Metal 1:
Cells faint in the background.
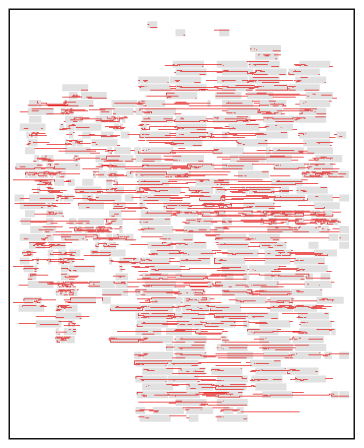
Signal wires on met2:
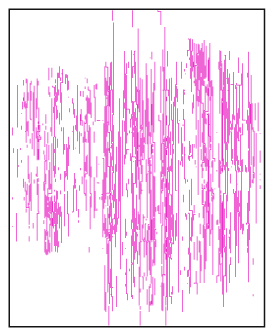
[src/rtl/tla_pkg.sv]
// Shared state codes, default sample width and pointer width helper for the capture path.
package tla_pkg;

    typedef enum logic [1:0] {
        ST_IDLE  = 2'd0,
        ST_ARMED = 2'd1,
        ST_POST  = 2'd2,
        ST_DONE  = 2'd3
    } state_t;

    localparam int DEF_DATA_W = 8;

    function automatic int ptr_w(input int depth);
        return (depth > 1) ? $clog2(depth) : 1;
    endfunction

endpackage

[src/rtl/capture_ram.sv]
// Sample storage: one synchronous write port, one synchronous read port (1-cycle read latency).
// Read data register resets to 0 and holds its value when no read is requested.
module capture_ram
    import tla_pkg::*;
#(
    parameter int DATA_W = DEF_DATA_W,
    parameter int DEPTH  = 16,
    parameter int AW     = ptr_w(DEPTH)
) (
    input  logic              clk,
    input  logic              rst_n,
    input  logic              wr_en,
    input  logic [AW-1:0]     wr_addr,
    input  logic [DATA_W-1:0] wr_data,
    input  logic              rd_en,
    input  logic [AW-1:0]     rd_addr,
    output logic [DATA_W-1:0] rd_data
);

    logic [DATA_W-1:0] mem [DEPTH];

    always_ff @(posedge clk) begin
        if (wr_en) begin
            mem[wr_addr] <= wr_data;
        end
    end

    always_ff @(posedge clk or negedge rst_n) begin
        if (!rst_n) begin
            rd_data <= '0;
        end else if (rd_en) begin
            rd_data <= mem[rd_addr];
        end
    end

endmodule

[src/rtl/capture_buffer.sv]
// Trigger-qualified circular sample recorder with PRE_TRIG history, frozen window readout.
// Readout: rd_valid/rd_data one cycle after rd_req; sample_valid gaps simply stall capture.
module capture_buffer
    import tla_pkg::*;
#(
    parameter int DATA_W   = DEF_DATA_W,
    parameter int DEPTH    = 16,
    parameter int PRE_TRIG = 4
) (
    input  logic              clk,
    input  logic              rst_n,
    input  logic              arm,
    input  logic [DATA_W-1:0] sample_in,
    input  logic              sample_valid,
    input  logic              trigger,
    input  logic              rd_req,
    output logic [DATA_W-1:0] rd_data,
    output logic              rd_valid,
    output logic [1:0]        state,
    output logic              done
);

    localparam int AW = ptr_w(DEPTH);
    localparam int FW = AW + 1;
    localparam logic [FW-1:0] FILL_MAX  = FW'(DEPTH);
    localparam logic [FW-1:0] FILL_PRE  = FW'(PRE_TRIG);
    localparam logic [AW-1:0] PRE_OFS   = AW'(PRE_TRIG);
    localparam logic [AW-1:0] POST_INIT = AW'(DEPTH - PRE_TRIG - 1);

    state_t          st;
    logic [AW-1:0]   wr_ptr;
    logic [FW-1:0]   fill_cnt;
    logic [AW-1:0]   post_cnt;
    logic [AW-1:0]   start_ptr;
    logic [AW-1:0]   rd_idx;

    logic            wr_en;
    logic            rd_en;
    logic            trig_ok;
    logic [AW-1:0]   rd_addr;

    // arm pre-empts both ports in the cycle it is asserted
    assign wr_en   = sample_valid && !arm && (st == ST_ARMED || st == ST_POST);
    assign rd_en   = rd_req && !arm && (st == ST_DONE);
    assign trig_ok = trigger && (fill_cnt >= FILL_PRE);
    assign rd_addr = start_ptr + rd_idx;
    assign state   = st;

    capture_ram #(
        .DATA_W (DATA_W),
        .DEPTH  (DEPTH),
        .AW     (AW)
    ) u_ram (
        .clk     (clk),
        .rst_n   (rst_n),
        .wr_en   (wr_en),
        .wr_addr (wr_ptr),
        .wr_data (sample_in),
        .rd_en   (rd_en),
        .rd_addr (rd_addr),
        .rd_data (rd_data)
    );

    always_ff @(posedge clk or negedge rst_n) begin
        if (!rst_n) begin
            st        <= ST_IDLE;
            wr_ptr    <= '0;
            fill_cnt  <= '0;
            post_cnt  <= '0;
            start_ptr <= '0;
            rd_idx    <= '0;
            done      <= 1'b0;
            rd_valid  <= 1'b0;
        end else if (arm) begin
            st       <= ST_ARMED;
            wr_ptr   <= '0;
            fill_cnt <= '0;
            rd_idx   <= '0;
            done     <= 1'b0;
            rd_valid <= 1'b0;
        end else begin
            rd_valid <= rd_en;
            case (st)
                ST_ARMED: begin
                    if (sample_valid) begin
                        wr_ptr <= wr_ptr + AW'(1);
                        if (fill_cnt != FILL_MAX) begin
                            fill_cnt <= fill_cnt + FW'(1);
                        end
                        if (trig_ok) begin
                            // wr_ptr still addresses the trigger sample here
                            start_ptr <= wr_ptr - PRE_OFS;
                            post_cnt  <= POST_INIT;
                            if (POST_INIT == '0) begin
                                st   <= ST_DONE;
                                done <= 1'b1;
                            end else begin
                                st <= ST_POST;
                            end
                        end
                    end
                end
                ST_POST: begin
                    if (sample_valid) begin
                        wr_ptr   <= wr_ptr + AW'(1);
                        post_cnt <= post_cnt - AW'(1);
                        if (post_cnt == AW'(1)) begin
                            st   <= ST_DONE;
                            done <= 1'b1;
                        end
                    end
                end
                ST_DONE: begin
                    if (rd_req) begin
                        rd_idx <= rd_idx + AW'(1);
                    end
                end
                default: begin
                    st <= ST_IDLE;
                end
            endcase
        end
    end

endmodule

[config.mk]
export PLATFORM = sky130hd
export DESIGN_NAME = capture_buffer
export DESIGN_NICKNAME = d
export VERILOG_FILES = /design/src/rtl/tla_pkg.sv /design/src/rtl/capture_ram.sv /design/src/rtl/capture_buffer.sv
export SDC_FILE = /design/constraint.sdc
export NUM_CORES = 1
export LEC_CHECK = 0
export CAP_MARGIN = 20
export CORE_ASPECT_RATIO = 1.25
export CORE_UTILIZATION = 40
export DETAILED_ROUTE_END_ITERATION = 7
export SYNTH_ARGS = -nofsm -noshare
export SYNTH_HDL_FRONTEND = slang
export SYNTH_SLANG_ARGS = --single-unit
[constraint.sdc]
create_clock -name clk -period 3 [get_ports clk]
set_input_delay 0.75 -clock clk [delete_from_list [all_inputs] [get_ports clk]]
set_output_delay 0.75 -clock clk [all_outputs]
set_load 0.02 [all_outputs]
==> qor.csv <==
stage,metric,value,unit
clock_network,clk buf depth,2,
hold_path,Hold WC Path Type,in -> async,
finish,Top cells excl fill/tap,"128 x edfxtp_1, 33 x dfrtp_1, 24 x clkdlybuf4s50_1",
clock_network,clk latency late pin,0.42,ns
placement,Post-DP HPWL,9.807,mm
logic_synthesis,"EDFF count, synth",128,
floorplan,Die Size,17560,µm²
setup_path,Crit path arrival time,2.78,ns
run,total tool warning count,36,
grt,GRT Util Overall,0.1772,
clock_network,clk sinks,161,
floorplan,die height,147.9,µm
clock_network,H-tree lvl count,4,
sta,clock skew,0.01177,ns
setup_path,WS Path Type,reg -> reg,
sta,"Setup violations, final",0,
finish,layout cell share with drive strength beyond 1,0.1452,
logic_synthesis,Post-Synthesis Cell Area,6814,µm²
setup_path,worst path required time,3.29,ns
logic_synthesis,Yosys reg bits,161,
logic_synthesis,main flop type,edfxtp_1,
sta,RSZ-0062 raised after global routing,false,
sta,Final period util,0.8323,
finish,Ant. Diodes,0,
setup_path,crit-path cells,ha_1 -> inv_1 -> fa_1 -> buf_4 -> mux4_1 -> mux2i_1 -> o221ai_1,
sta,post-route setup TNS,0,ns
run_status,outcome,"finished, final reports clean",
placement,count of buffers from port buffering,25,
-- 'metal 1' (at the start) --
- wire length on this layer: 5660 µm
- share of all routed wire: 39%
- main direction: horizontal
- longest straight run: 40.9 µm
- nets with wire on the layer: 422
GRT met1 Usage: 0.1927
drt total wl: 14.69 mm
via count: 3523

-- 'signal wires on met2' (at the start) --
- wire length on this layer: 8300 µm
- longest straight run: 64.5 µm
Global Route met2 Usage: 0.3298

stage by stage:
stage               worst slack (ns)  cell area (µm²)  hold slack [ns]  total power, mW  utilization
floorplan                     0.7720             6814           0.4544            3.389            -
global placement              0.4266             7346           0.4724            3.774       0.4396
detailed placement            0.3508             7346           0.4847            3.803       0.4396
CTS                           0.5179             7958           0.4435            5.993       0.4762
global route                  0.4157             7958           0.4769            6.171       0.4762
finish                        0.5030             7958           0.4258            5.940       0.4762
layout make-up:
cell class / count / share of cell area
Sequential cell: 161 / 0.5868
Multi-Input combinational cell: 186 / 0.2491
Clock buffer: 18 / 0.05393
Timing Repair Buffer: 38 / 0.04465
Tap cell: 220 / 0.03459
Clock inverter: 14 / 0.02296
Inverter: 17 / 0.008019
synth_stat cells (3+ instances only):
cell,n,area (µm²)
a21oi_1,7,35.03
and3_1,17,106.4
buf_2,3,15.01
buf_6,4,45.04
clkbuf_1,5,18.77
dfrtp_1,33,825.8
edfxtp_1,128,3844
ha_1,19,237.7
inv_1,17,63.81
mux2i_1,19,190.2
mux4_1,22,578.1
mux4_2,10,225.2
nand2_1,14,52.55
nand3_1,5,25.02
nor2_1,21,78.83
o21ai_0,4,20.02
o221ai_1,8,70.07
xnor2_1,5,43.79
xor2_1,4,35.03
kinds of logic (layout without fill, tap and decap cells):
| family | after synthesis | after routing | synth area share |
|---|---|---|---|
| flops | 161 | 161 | 0.6853 |
| simple gates | 69 | 69 | 0.05196 |
| mux | 53 | 53 | 0.1491 |
| compound gates | 34 | 34 | 0.03801 |
| buf+inv | 30 | 87 | 0.02387 |
| fa+ha+maj | 20 | 20 | 0.03783 |
| xor+xnor | 10 | 10 | 0.01396 |
registers in the layout (all words and copies together), names as in the netlist:
| signal | count |
|---|---|
| rd_idx | 4 |
| u_ram.rd_data | 8 |
| start_ptr | 4 |
| u_ram.mem | 128 |
| wr_ptr | 4 |
| done | 1 |
| fill_cnt | 5 |
| state | 2 |
| rd_valid | 1 |
| post_cnt | 4 |
worst paths after layout:
kind / from / to / slack, ns / cells past startpoint
worst min register to register: u_ram.rd_data[3]$_DFFE_PN0P_ / u_ram.rd_data[3]$_DFFE_PN0P_ / 0.51 / 2
worst min-delay path: rst_n / u_ram.rd_data[1]$_DFFE_PN0P_ / 0.43 / 1
min in group clk: u_ram.rd_data[3]$_DFFE_PN0P_ / u_ram.rd_data[3]$_DFFE_PN0P_ / 0.51 / 2
worst max register to register: rd_idx[0]$_DFFE_PN0P_ / u_ram.rd_data[5]$_DFFE_PN0P_ / 0.50 / 7
max in group asynchronous: rst_n / start_ptr[1]$_DFFE_PN0P_ / 2.02 / 1
worst max-delay path: rd_idx[0]$_DFFE_PN0P_ / u_ram.rd_data[5]$_DFFE_PN0P_ / 0.50 / 7
metal layers:
layer,part of all wire,global-route usage,vias to the layer above
li1,-,-,1597
met1,0.39,0.1927,1828
met2,0.57,0.3298,80
met3,0.026,0.03549,18
met4,0.023,0.08101,0
met5,0,0,-
where the power goes:
group          total (mW)  internal, mW  leakage, nW  switching (mW)
registers            2.66          2.55         1.57           0.109
logic                1.08         0.485         1.10           0.597
clock network        2.19          1.32        0.293           0.871
total                5.94          4.36         2.97            1.58
No activity file was given, so power comes from the tool's default toggle rates.
